$ cat src/rtl/alu_issue.sv
// alu_issue: command FIFO feeding an external combinational ALU, with a registered result stage.
// Optional sticky carry flag is built when ALU_ISSUE_STICKY_CARRY_EN is defined.
module alu_issue #(
    parameter int WIDTH = 8,
    parameter int DEPTH = 4
) (
    input  logic                         clk,
    input  logic                         rst,
    input  logic                         in_valid,
    output logic                         in_ready,
    input  logic [3:0]                   in_opcode,
    input  logic [WIDTH-1:0]             in_a,
    input  logic [WIDTH-1:0]             in_b,
    output logic [WIDTH-1:0]             alu_a,
    output logic [WIDTH-1:0]             alu_b,
    output logic [3:0]                   alu_opcode,
    input  logic [WIDTH-1:0]             alu_result,
    input  logic                         alu_zero,
    input  logic                         alu_carry,
    input  logic                         alu_sign,
    output logic                         out_valid,
    input  logic                         out_ready,
    output logic [WIDTH-1:0]             out_result,
    output logic                         out_zero,
    output logic                         out_carry,
    output logic                         out_sign,
    output logic                         out_illegal,
    output logic [$clog2(DEPTH+1)-1:0]   fifo_count
`ifdef ALU_ISSUE_STICKY_CARRY_EN
    ,
    input  logic                         sticky_clr,
    output logic                         sticky_carry
`endif
);

    localparam int PW = $clog2(DEPTH);
    localparam int CW = $clog2(DEPTH+1);
    localparam logic [3:0] OP_LAST_LEGAL = 4'b1001;

    logic [3:0]       op_mem_q [DEPTH];
    logic [WIDTH-1:0] a_mem_q  [DEPTH];
    logic [WIDTH-1:0] b_mem_q  [DEPTH];

    logic [PW-1:0]    wr_ptr_q, wr_ptr_d;
    logic [PW-1:0]    rd_ptr_q, rd_ptr_d;
    logic [CW-1:0]    count_q, count_d;
    logic             out_valid_q, out_valid_d;
    logic [WIDTH-1:0] out_result_q, out_result_d;
    logic             out_zero_q, out_zero_d;
    logic             out_carry_q, out_carry_d;
    logic             out_sign_q, out_sign_d;
    logic             out_illegal_q, out_illegal_d;

    logic empty;
    logic push;
    logic pop;

    assign empty    = (count_q == '0);
    assign in_ready = (count_q != CW'(DEPTH));
    assign push     = in_valid && in_ready;
    // Result register frees up either when empty or when its content is taken this edge.
    assign pop      = !empty && (!out_valid_q || out_ready);

    assign alu_a      = empty ? '0 : a_mem_q[rd_ptr_q];
    assign alu_b      = empty ? '0 : b_mem_q[rd_ptr_q];
    assign alu_opcode = empty ? '0 : op_mem_q[rd_ptr_q];

    always_comb begin
        wr_ptr_d      = wr_ptr_q;
        rd_ptr_d      = rd_ptr_q;
        count_d       = count_q;
        out_valid_d   = out_valid_q;
        out_result_d  = out_result_q;
        out_zero_d    = out_zero_q;
        out_carry_d   = out_carry_q;
        out_sign_d    = out_sign_q;
        out_illegal_d = out_illegal_q;

        if (push) wr_ptr_d = wr_ptr_q + PW'(1);
        if (pop)  rd_ptr_d = rd_ptr_q + PW'(1);

        case ({push, pop})
            2'b10:   count_d = count_q + CW'(1);
            2'b01:   count_d = count_q - CW'(1);
            default: count_d = count_q;
        endcase

        if (pop) begin
            out_valid_d   = 1'b1;
            out_result_d  = alu_result;
            out_zero_d    = alu_zero;
            out_carry_d   = alu_carry;
            out_sign_d    = alu_sign;
            out_illegal_d = (alu_opcode > OP_LAST_LEGAL);
        end else if (out_valid_q && out_ready) begin
            out_valid_d = 1'b0;
        end
    end

    always_ff @(posedge clk) begin
        if (rst) begin
            wr_ptr_q      <= '0;
            rd_ptr_q      <= '0;
            count_q       <= '0;
            out_valid_q   <= 1'b0;
            out_result_q  <= '0;
            out_zero_q    <= 1'b0;
            out_carry_q   <= 1'b0;
            out_sign_q    <= 1'b0;
            out_illegal_q <= 1'b0;
        end else begin
            wr_ptr_q      <= wr_ptr_d;
            rd_ptr_q      <= rd_ptr_d;
            count_q       <= count_d;
            out_valid_q   <= out_valid_d;
            out_result_q  <= out_result_d;
            out_zero_q    <= out_zero_d;
            out_carry_q   <= out_carry_d;
            out_sign_q    <= out_sign_d;
            out_illegal_q <= out_illegal_d;
        end
    end

    // Storage needs no reset: entries are only visible through the reset pointers and count.
    always_ff @(posedge clk) begin
        if (push) begin
            op_mem_q[wr_ptr_q] <= in_opcode;
            a_mem_q[wr_ptr_q]  <= in_a;
            b_mem_q[wr_ptr_q]  <= in_b;
        end
    end

    assign out_valid   = out_valid_q;
    assign out_result  = out_result_q;
    assign out_zero    = out_zero_q;
    assign out_carry   = out_carry_q;
    assign out_sign    = out_sign_q;
    assign out_illegal = out_illegal_q;
    assign fifo_count  = count_q;

`ifdef ALU_ISSUE_STICKY_CARRY_EN
    logic sticky_q, sticky_d;

    // A carry issued in the same cycle as a clear request wins.
    always_comb begin
        sticky_d = sticky_q;
        if (pop && alu_carry) sticky_d = 1'b1;
        else if (sticky_clr)  sticky_d = 1'b0;
    end

    always_ff @(posedge clk) begin
        if (rst) sticky_q <= 1'b0;
        else     sticky_q <= sticky_d;
    end

    assign sticky_carry = sticky_q;
`endif

endmodule

$ cat config.mk
export PLATFORM = sky130hd
export DESIGN_NAME = alu_issue
export DESIGN_NICKNAME = d
export VERILOG_FILES = /design/src/rtl/alu_issue.sv
export SDC_FILE = /design/constraint.sdc
export NUM_CORES = 1
export LEC_CHECK = 0
export CAP_MARGIN = 10
export CORE_UTILIZATION = 58
export CTS_BUF_LIST = sky130_fd_sc_hd__clkbuf_8
export DETAILED_ROUTE_END_ITERATION = 7
export PLACE_DENSITY_LB_ADDON = 0.2
export SKIP_CTS_REPAIR_TIMING = 1
export SLEW_MARGIN = 20
export SYNTH_ARGS = -nofsm -noshare
export SYNTH_HDL_FRONTEND = slang
export SYNTH_SLANG_ARGS = --single-unit
$ cat constraint.sdc
create_clock -name clk -period 6.35 [get_ports clk]
set_input_delay 1.27 -clock clk [delete_from_list [all_inputs] [get_ports clk]]
set_output_delay 1.27 -clock clk [all_outputs]
set_load 0.01 [all_outputs]
==> run summary, run 1 <==
The synthesis and place-and-route flow finished, so here is a summary.

The horizontal die dimension came out at 84.8 um. The CTS report gives the tree buffer count as 9. The first detailed-routing pass took 7 iterations. The kind of start point of the critical path is a flop.

The pin count of the biggest net entering global routing is 29. The report lists the number of standard-cell rows as 29. The largest driver fanout on the critical path came out at 20.

The die outline area is 0.00719 mm^2. Per the synth stats, the proportion of register bits with asynchronous set or reset is 0%. In this run the deepest clock path goes through 2 buffers. The number of warnings the tools reported is 29. The count of flip-flops with a built-in enable after synthesis is 80. The checks that failed: design-rule violations. The count of endpoints failing hold in the final timing report is 0. Warnings reported by Yosys during synthesis add up to 0. The cell area after layout is 0.00496 mm^2. The cell count after placement is 375.

The placeable core area is 0.00649 mm^2. The number of unique standard cell types used by synthesis is 27. The total placed instance area is 0.00474 mm^2.

The number of sinks on the clock net is 102. The count of antenna diodes in the layout is 0. The flow ran to the end, but the final reports show violations. The worst supply voltage drop on vdd is 0.227 mV. The dominant synthesized flop cell is edfxtp_1.

The final timing report counts setup violations totalling 0. Looking at area per cell type in the netlist, the leader is edfxtp_1. In the synthesized netlist, the cells that appear most often are edfxtp_1 (80), dfxtp_1 (22), a21oi_1 (20), and2_1 (20), mux4_2 (20).

The via count of the first global-routing pass is 2291. The final critical-path share of the clock period is 58.0%. Counting every net in the synthesized netlist gives 280. Summed over all layers, the global routing overflow is 0. The number of pins with negative max-slew slack in the final report is 0. Between the synthesized netlist and the finished layout, the area growth was recorded as 24.7%. The data required time at the worst endpoint is 5.08 ns. The first global-routing pass estimated 11.6 mm of wire. Derived from the worst setup path, the maximum achievable clock frequency is 272 MHz.

The path type of the worst min-delay path is flop to flop. The setup path with the least slack is of type flop to output pin. The synthesis-stage register bit count is 102. The script computed a power per unit cell area of 421 mW/mm^2. The setup skew after layout is 0.00851 ns. The number of cells reported by Yosys stat comes to 239.

The number of antenna violations at the first check in global routing is 0. For reference, the clock transition at the flip-flops on the worst setup and hold paths is 0.10 ns. The worst path in the final design needs a cycle of 3.68 ns, including I/O delays and setup.

Setup repair after global routing left no endpoint under its margin. The H-tree level count came out at 3. Dividing the detail-routed via count by the number of cells gives 5.85.

Data arrives at the worst endpoint at 2.41 ns. Per the OpenROAD floorplan log, the height of the die is 84.8 um. The CTS tree is done.

Among all cell types in the netlist, the one instantiated most often is edfxtp_1. The highest cell delay on the worst timing path came out at 0.97 ns. STA classifies the critical path endpoint as an output pin. For this run, design rule violations remaining after detail routing come to 6.

The HPWL after detailed placement is 4.49 mm. Cells with a size suffix above 1 make up 12.4% of the layout. The max-capacitance violation count is 0. Per Yosys stat, the portion of area used by sequential elements is 71.5%.
==> run 1: layout by cell type, fill, tap and decap left out, drive strengths merged <==
master / synthesis / layout
a21o: 2 / 2
a21oi: 20 / 20
and2: 20 / 20
and3: 4 / 4
buf: 6 / 3
bufinv: 0 / 2
clkbuf: 9 / 9
clkdlybuf4s50: 0 / 71
clkinv: 0 / 1
clkinvlp: 0 / 1
dfxtp: 22 / 22
edfxtp: 80 / 80
fa: 1 / 1
ha: 5 / 5
inv: 6 / 9
mux4: 20 / 20
nand2: 1 / 1
nand2b: 1 / 1
nand3: 14 / 14
nor2: 4 / 4
nor2b: 1 / 1
nor3: 1 / 1
o2111ai: 1 / 1
o21ai: 14 / 14
o31ai: 1 / 1
or3: 2 / 2
or3b: 1 / 1
or4: 1 / 1
xor2: 2 / 2
==> run 1: worst reg2reg max path: stages (launching register included) <==
cell and delay, ns:
dfxtp_1 0.43, or3b_1 0.51, nand2_1 0.12, ha_1 0.18, inv_1 0.06, fa_1 0.37
xor2_1 0.16, or3_1 0.30, a21oi_1 0.15
==> run 1: power by group <==
| group | total [mW] | switching, mW | internal (mW) |
|---|---|---|---|
| combinational | 0.776 | 0.361 | 0.416 |
| sequential | 0.871 | 0.0516 | 0.819 |
| clock | 0.441 | 0.216 | 0.224 |
==> run 1: per-layer routing <==
layer | routed length [um] | global-route usage [%] | part of all wire [%]
met1 | 2860 | 27.2 | 40
met3 | 379 | 4.42 | 5.3
met2 | 3780 | 37.5 | 53
met4 | 140 | 9.09 | 2.0
met5 | 0 | 0 | 0
==> run 1: cell type report <==
| cell class | count | area [um^2] |
|---|---|---|
| multi-input combinational | 116 | 1040 |
| fill | 402 | 1540 |
| tap | 77 | 96.3 |
| clock buffer | 9 | 124 |
| clock inverter | 7 | 97.6 |
| timing repair buffer | 74 | 733 |
| inverter | 6 | 22.5 |
| sequential | 102 | 2840 |
==> run 1: per-stage QoR <==
step | util [%] | hold WS, ns | setup WS (ns) | power [mW]
5_1_grt | 76.3 | 0.505 | 2.58 | 2.20
2_1_floorplan | - | 0.453 | 3.51 | 1.33
3_5_place_dp | 72.9 | 0.468 | 2.93 | 1.66
3_3_place_gp | 72.9 | 0.464 | 3.02 | 1.65
4_1_cts | 76.3 | 0.486 | 2.63 | 2.11
6_report | 76.3 | 0.490 | 2.67 | 2.09
==> run 1: logic make-up after synthesis <==
logic type | share of synthesized area [%]
AOI/OAI and AO/OA | 5.07
xor gates and xnor gates | 0.441
adders and majority gates | 2.08
buffers and inverters | 2.30
DFF | 71.5
muxes | 11.3
and+or+nand+nor | 7.30
==> run 1: registers in the layout, indices dropped and copies added (netlist names), named ones only <==
register     count
out_illegal      1
out_result       8
b_mem_q         32
a_mem_q         32
fifo_count       3
rd_ptr_q         2
out_zero         1
out_sign         1
out_carry        1
wr_ptr_q         2
out_valid        1
op_mem_q        16
==> run 1: final timing paths <==
path / from / endpoint / slack, ns / depth (start not counted)
worst max-delay path: flop / alu_opcode[1] / 2.67 / 3
worst min-delay path: out_result[5] / out_result[5] / 0.49 / 2
worst max register to register: fifo_count[2] / fifo_count[2] / 3.98 / 8
worst min register to register: out_result[5] / out_result[5] / 0.49 / 2
Fig. 1: run 1, the metal 3 layer
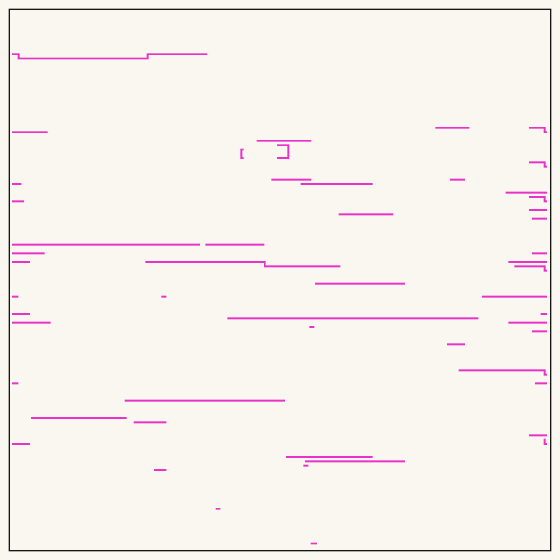
The layer carries 380 um of wire. The wires run mostly horizontal. The layer holds 5.3% of the routed length.
met3 usage: 4.42%
routed vias: 2287
WL final: 7.16 mm

Fig. 2: run 1, M2 wires
Scale bar: 20 um.
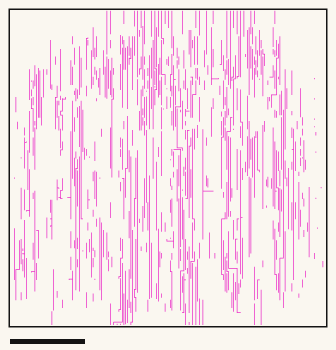
314 nets have wire on it. The wires run mostly vertical. The layer carries 3780 um of wire.

Fig. 3: run 1, routed metal, one colour a layer
Scale bar: 20 um. Two of the layers only.
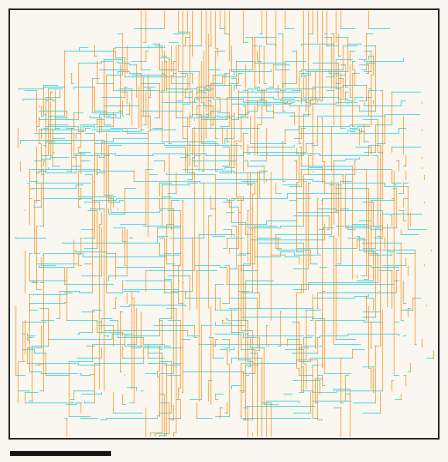
Cyan marks metal 1, wire length 2860 um. Orange marks metal 2, wire length 3780 um.
global-route usage over all layers: 21.8%
wire length per cell after detailed routing: 18.3 um

Fig. 4: run 1, power grid
Scale bar: 20 um. Pins as bars on the die edge.
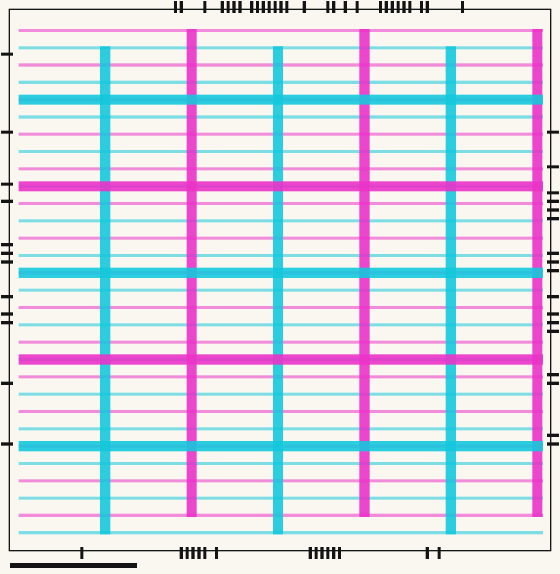
Cyan marks VSS. Magenta marks VDD.
72 signal pins sit on the boundary. 5 straps on met5. 30 met1 rails follow the rows.

--- run 2 (diff from run 1) ---
--- a/config.mk
+++ b/config.mk
@@ -6,7 +6,7 @@
 export NUM_CORES = 1
 export LEC_CHECK = 0
 export CAP_MARGIN = 10
-export CORE_UTILIZATION = 58
+export CORE_UTILIZATION = 49
 export CTS_BUF_LIST = sky130_fd_sc_hd__clkbuf_8
 export DETAILED_ROUTE_END_ITERATION = 7
 export PLACE_DENSITY_LB_ADDON = 0.2
==> constraint.sdc (replaced) <==
create_clock -name clk -period 2.96 [get_ports clk]
set_input_delay 0.592 -clock clk [delete_from_list [all_inputs] [get_ports clk]]
set_output_delay 0.592 -clock clk [all_outputs]
set_load 0.01 [all_outputs]
==> run 2 against run 1 <==
The flow now finishes without violations. Design area rose by 1.5%. Sequential power rose by 110%. Worst setup slack got worse by 2.5 ns. First-iteration DRC count fell by 8.9%. Routed wire length rose by 1.2%. Final cell count rose by 8.4%. Flip-flop count did not move. Total power rose by 110%. Combinational power rose by 130%. Synthesized area did not move. Global-route usage fell by 2.7 points. Critical path type unchanged. Largest cell class unchanged.
==> run summary, run 2 <==
The synthesis and place-and-route flow finished, so here is a summary.

The number of buffers inserted during clock tree synthesis is 9 (unchanged). The worst supply voltage drop on vdd was 0.771 mV (+240%). The HPWL after detailed placement came out at 4.64 mm (+3.2%). The largest registers in the layout are a_mem_q (32), b_mem_q (32), op_mem_q (16). The worst setup path is launched from a flop.

The number of buffers between clock root and the deepest sink is 2 (unchanged). The die outline area came out at 0.00848 mm^2 (+18%). The iteration count of the initial detailed-routing pass is 4 (-3).

The cell depth of the worst flop-to-flop path is 8 (unchanged). The max-slew check reports its worst relative slack as 47.7%. Setup repair after global routing left no endpoint under its margin.

The total track usage is 19.1% (-2.7 points). The number of pins with negative max-slew slack in the final report came to 0 (unchanged). The sum of overflow across all layers after global routing came to 0 (unchanged). The final critical delay including setup and external delays is 2.77 ns. The H-tree level count is 3 (unchanged).

The data required time at the worst endpoint came out at 2.37 ns (-2.71 ns). The wire length per cell came out at 17.1 um (-6.6%). The portion of the post-synthesis area used by sequential elements is 71.5% (unchanged). The number of buffer and inverter stages on the critical path came out at 2. The dominant synthesized flop cell is edfxtp_1. The mapped cell area came out at 0.00398 mm^2.

The post-synth net total came out at 280 (unchanged). The final critical-path share of the clock period came out at 93.7%. The sum of internal, switching and leakage power is 4.42 mW (+110%).

The count of endpoints failing hold in the final timing report is 0 (unchanged). The CTS tree is done. The total power divided by cell area came to 878 mW/mm^2 (+110%). The pin count of the biggest net entering global routing came out at 34 (+17%). The via count of the first global-routing pass is 2418 (+5.5%). The number of routed nets with antenna violations came out at 0. Counting every instance in the synthesized netlist gives 239. The most common logic cell in the routed design is edfxtp_1.

The synthesis-stage register bit count was 102 (unchanged). The count of antenna diodes in the layout is 0 (unchanged). The fraction of registers with async set/reset came out at 0% (unchanged).

The cell area after layout was 0.00503 mm^2 (+1.5%). In the layout the commonest cells are edfxtp_1 (80), clkdlybuf4s50_1 (71), dfxtp_1 (22). The timing report attributes the biggest portion of critical-path delay to buffers and inverters. The final wirelength is 7.25 mm (+1.2%). The fraction of synthesized cell area taken by the top area cell type is 60.4%. The number of vias after detailed routing is 2242 (-2.0%). The worst endpoint data arrival time came out at 2.18 ns (-0.23 ns).

The layout cell share with drive strength beyond 1 is 14.9% (+2.5 points). According to the I/O placement log, the pin count is 72. The buffer type at the clock tree root is clkbuf_8.

The critical path depth came out at 4 (+1). The cell type that accounts for the most area after synthesis is edfxtp_1. The kind of critical path is flop to output pin. The average footprint of a synthesized cell is 16.6 um^2. The total placed instance area came out at 0.00484 mm^2 (+2.2%).

The placeable core area came out at 0.00781 mm^2 (+20%). The highest cell delay on the worst timing path is 0.57 ns (-0.40 ns). STA classifies the critical path endpoint as an output pin. The flow ran to the end, and the final reports show no timing, DRC or antenna violations.

The leakage dissipation came out at 1.67 nW. The number of cells in the yosys synthesis report is 239 (unchanged). The wire length of the first global-routing pass came out at 12.0 mm (+3.6%).

The number of unique standard cell types used by synthesis is 27 (unchanged). The highest-delay cell along the critical path is mux4_2. The synthesis warning total came to 0 (unchanged). The yosys synthesis chip area is 0.00398 mm^2. The path type of the worst min-delay path is flop to flop. The largest driver fanout on the critical path is 13 (-35%). The number of standard-cell rows in the floorplan is 32 (+10%). The post-CTS clock slew at the launch and capture registers of the worst setup and hold paths was 0.09 ns (about the same). Sorting the synthesized cells by how often they occur yields edfxtp_1 (80), dfxtp_1 (22), a21oi_1 (20), and2_1 (20), mux4_2 (20).

The count of final setup violators was 0 (unchanged). Based on the critical path, the design can be clocked at up to 361 MHz. Summed over all failing endpoints, the final setup total negative slack is 0 ns. The number of warnings the tools reported came out at 29 (unchanged). The count of flip-flops with a built-in enable after synthesis came out at 80 (unchanged). The detailed-route vias per instance was 5.29 (-9.6%).

The count of unresolved DRC violations after routing came out at 0 (-6). The synthesis-to-finish area growth came out at 26.6%. The max-capacitance violation count came out at 0 (unchanged). Sorting the synthesis cell report by count puts at the top edfxtp_1. The count of cells along the worst hold path is 2 (unchanged). By area the synthesized netlist is led by edfxtp_1 (60%), mux4_2 (11%), dfxtp_1 (11%). The number of antenna violations at the first check in global routing came out at 0 (unchanged).

The initial core utilization is 50.9%.
## run 2: cell counts after synthesis
Identical to the previous run, type by type.
## run 2: layer usage
metal	wire length, um	GRT usage, %	vias up
met5	0	0	-
met4	154	9.51	0
met3	292	3.90	12
met2	3550	31.1	52
met1	3250	24.5	1110
li1	-	-	1068
## run 2: area by class of cell
type / count / area [um^2]
fill: 573 / 2770
tap: 102 / 128
clock buffer: 11 / 151
sequential: 102 / 2840
multi-input combinational: 116 / 1040
inverter: 6 / 22.5
clock inverter: 5 / 42.5
timing repair buffer: 82 / 806
## run 2: final timing paths
| path | from | to | slack (ns) |
|---|---|---|---|
| hold reg to reg | out_zero | out_zero | 0.48 |
| hold / removal | out_zero | out_zero | 0.48 |
| setup / recovery | flop | alu_opcode[3] | 0.19 |
| setup reg to reg | fifo_count[2] | fifo_count[2] | 0.57 |
## run 2: tightest hold or removal path: cells and delay by family (launching register included)
| kind | cells | cell delay (ns) |
|---|---|---|
| compound gates | 2 | 0.12 |
| flops | 1 | 0.32 |
## run 2: logic make-up (layout without fill, tap and decap cells)
family | after synthesis | in the layout | share of synthesized area [%]
AND-OR/OR-AND | 38 | 38 | 5.07
buffers and inverters | 21 | 104 | 2.30
AND/OR/NAND/NOR | 50 | 50 | 7.30
flip-flops | 102 | 102 | 71.5
adder cells (fa/ha/maj) | 6 | 6 | 2.08
multiplexers | 20 | 20 | 11.3
XOR/XNOR | 2 | 2 | 0.441
## run 2: where the power goes
group | total [mW] | switching (mW) | internal [mW] | leakage [nW]
clock network | 0.829 | 0.470 | 0.359 | 0.0897
registers | 1.84 | 0.0881 | 1.75 | 0.915
logic | 1.75 | 0.816 | 0.931 | 0.666
total | 4.42 | 1.37 | 3.04 | 1.67
## run 2: through the flow
| stage | util (%) | hold WS (ns) | worst slack [ns] | instances |
|---|---|---|---|---|
| after floorplan | - | 0.453 | 0.741 | 239 |
| after global placement | 62.0 | 0.460 | 0.440 | 408 |
| after detailed placement | 62.0 | 0.469 | 0.381 | 408 |
| after CTS | 64.5 | 0.483 | 0.135 | 424 |
| after global routing | 64.5 | 0.506 | 0.0682 | 424 |
| final | 64.5 | 0.480 | 0.186 | 424 |
Fig. 5: run 2, clock routing
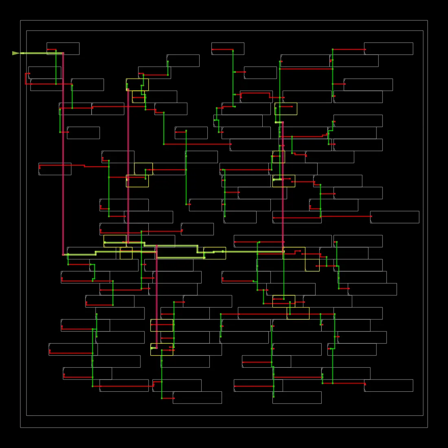
clock skew: 0.00857 ns
clock tree sinks: 102
insertion delay to the later sink of the worst-skew pair: 0.36 ns
reported clock group power: 0.829 mW

Fig. 6: run 2, power grid
Scale bar: 20 um. Pins as bars on the die edge.
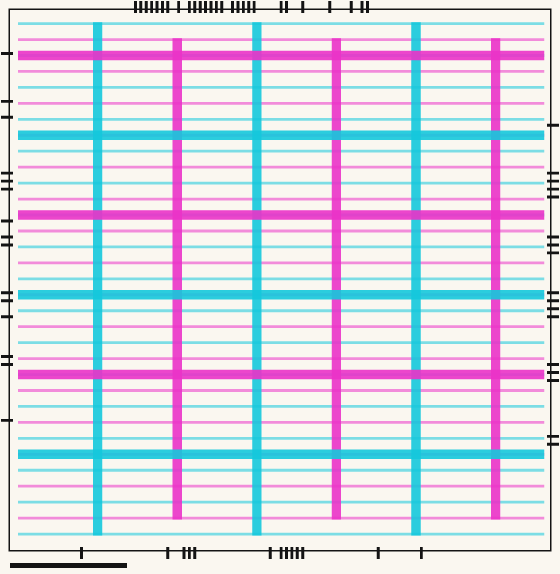
Magenta marks VDD. Cyan marks VSS.
6 straps on met4. The core has 32 rows. 6 straps on met5.
Die Ht: 92.1 um
die outline width: 92.1 um

Fig. 7: run 2, the metal 3 layer
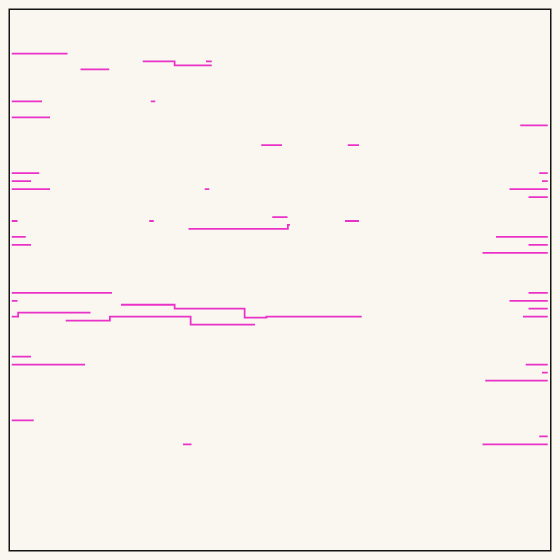
The wires run mostly horizontal. 39 nets have wire on it.

Power and IR drop assume default switching activity.
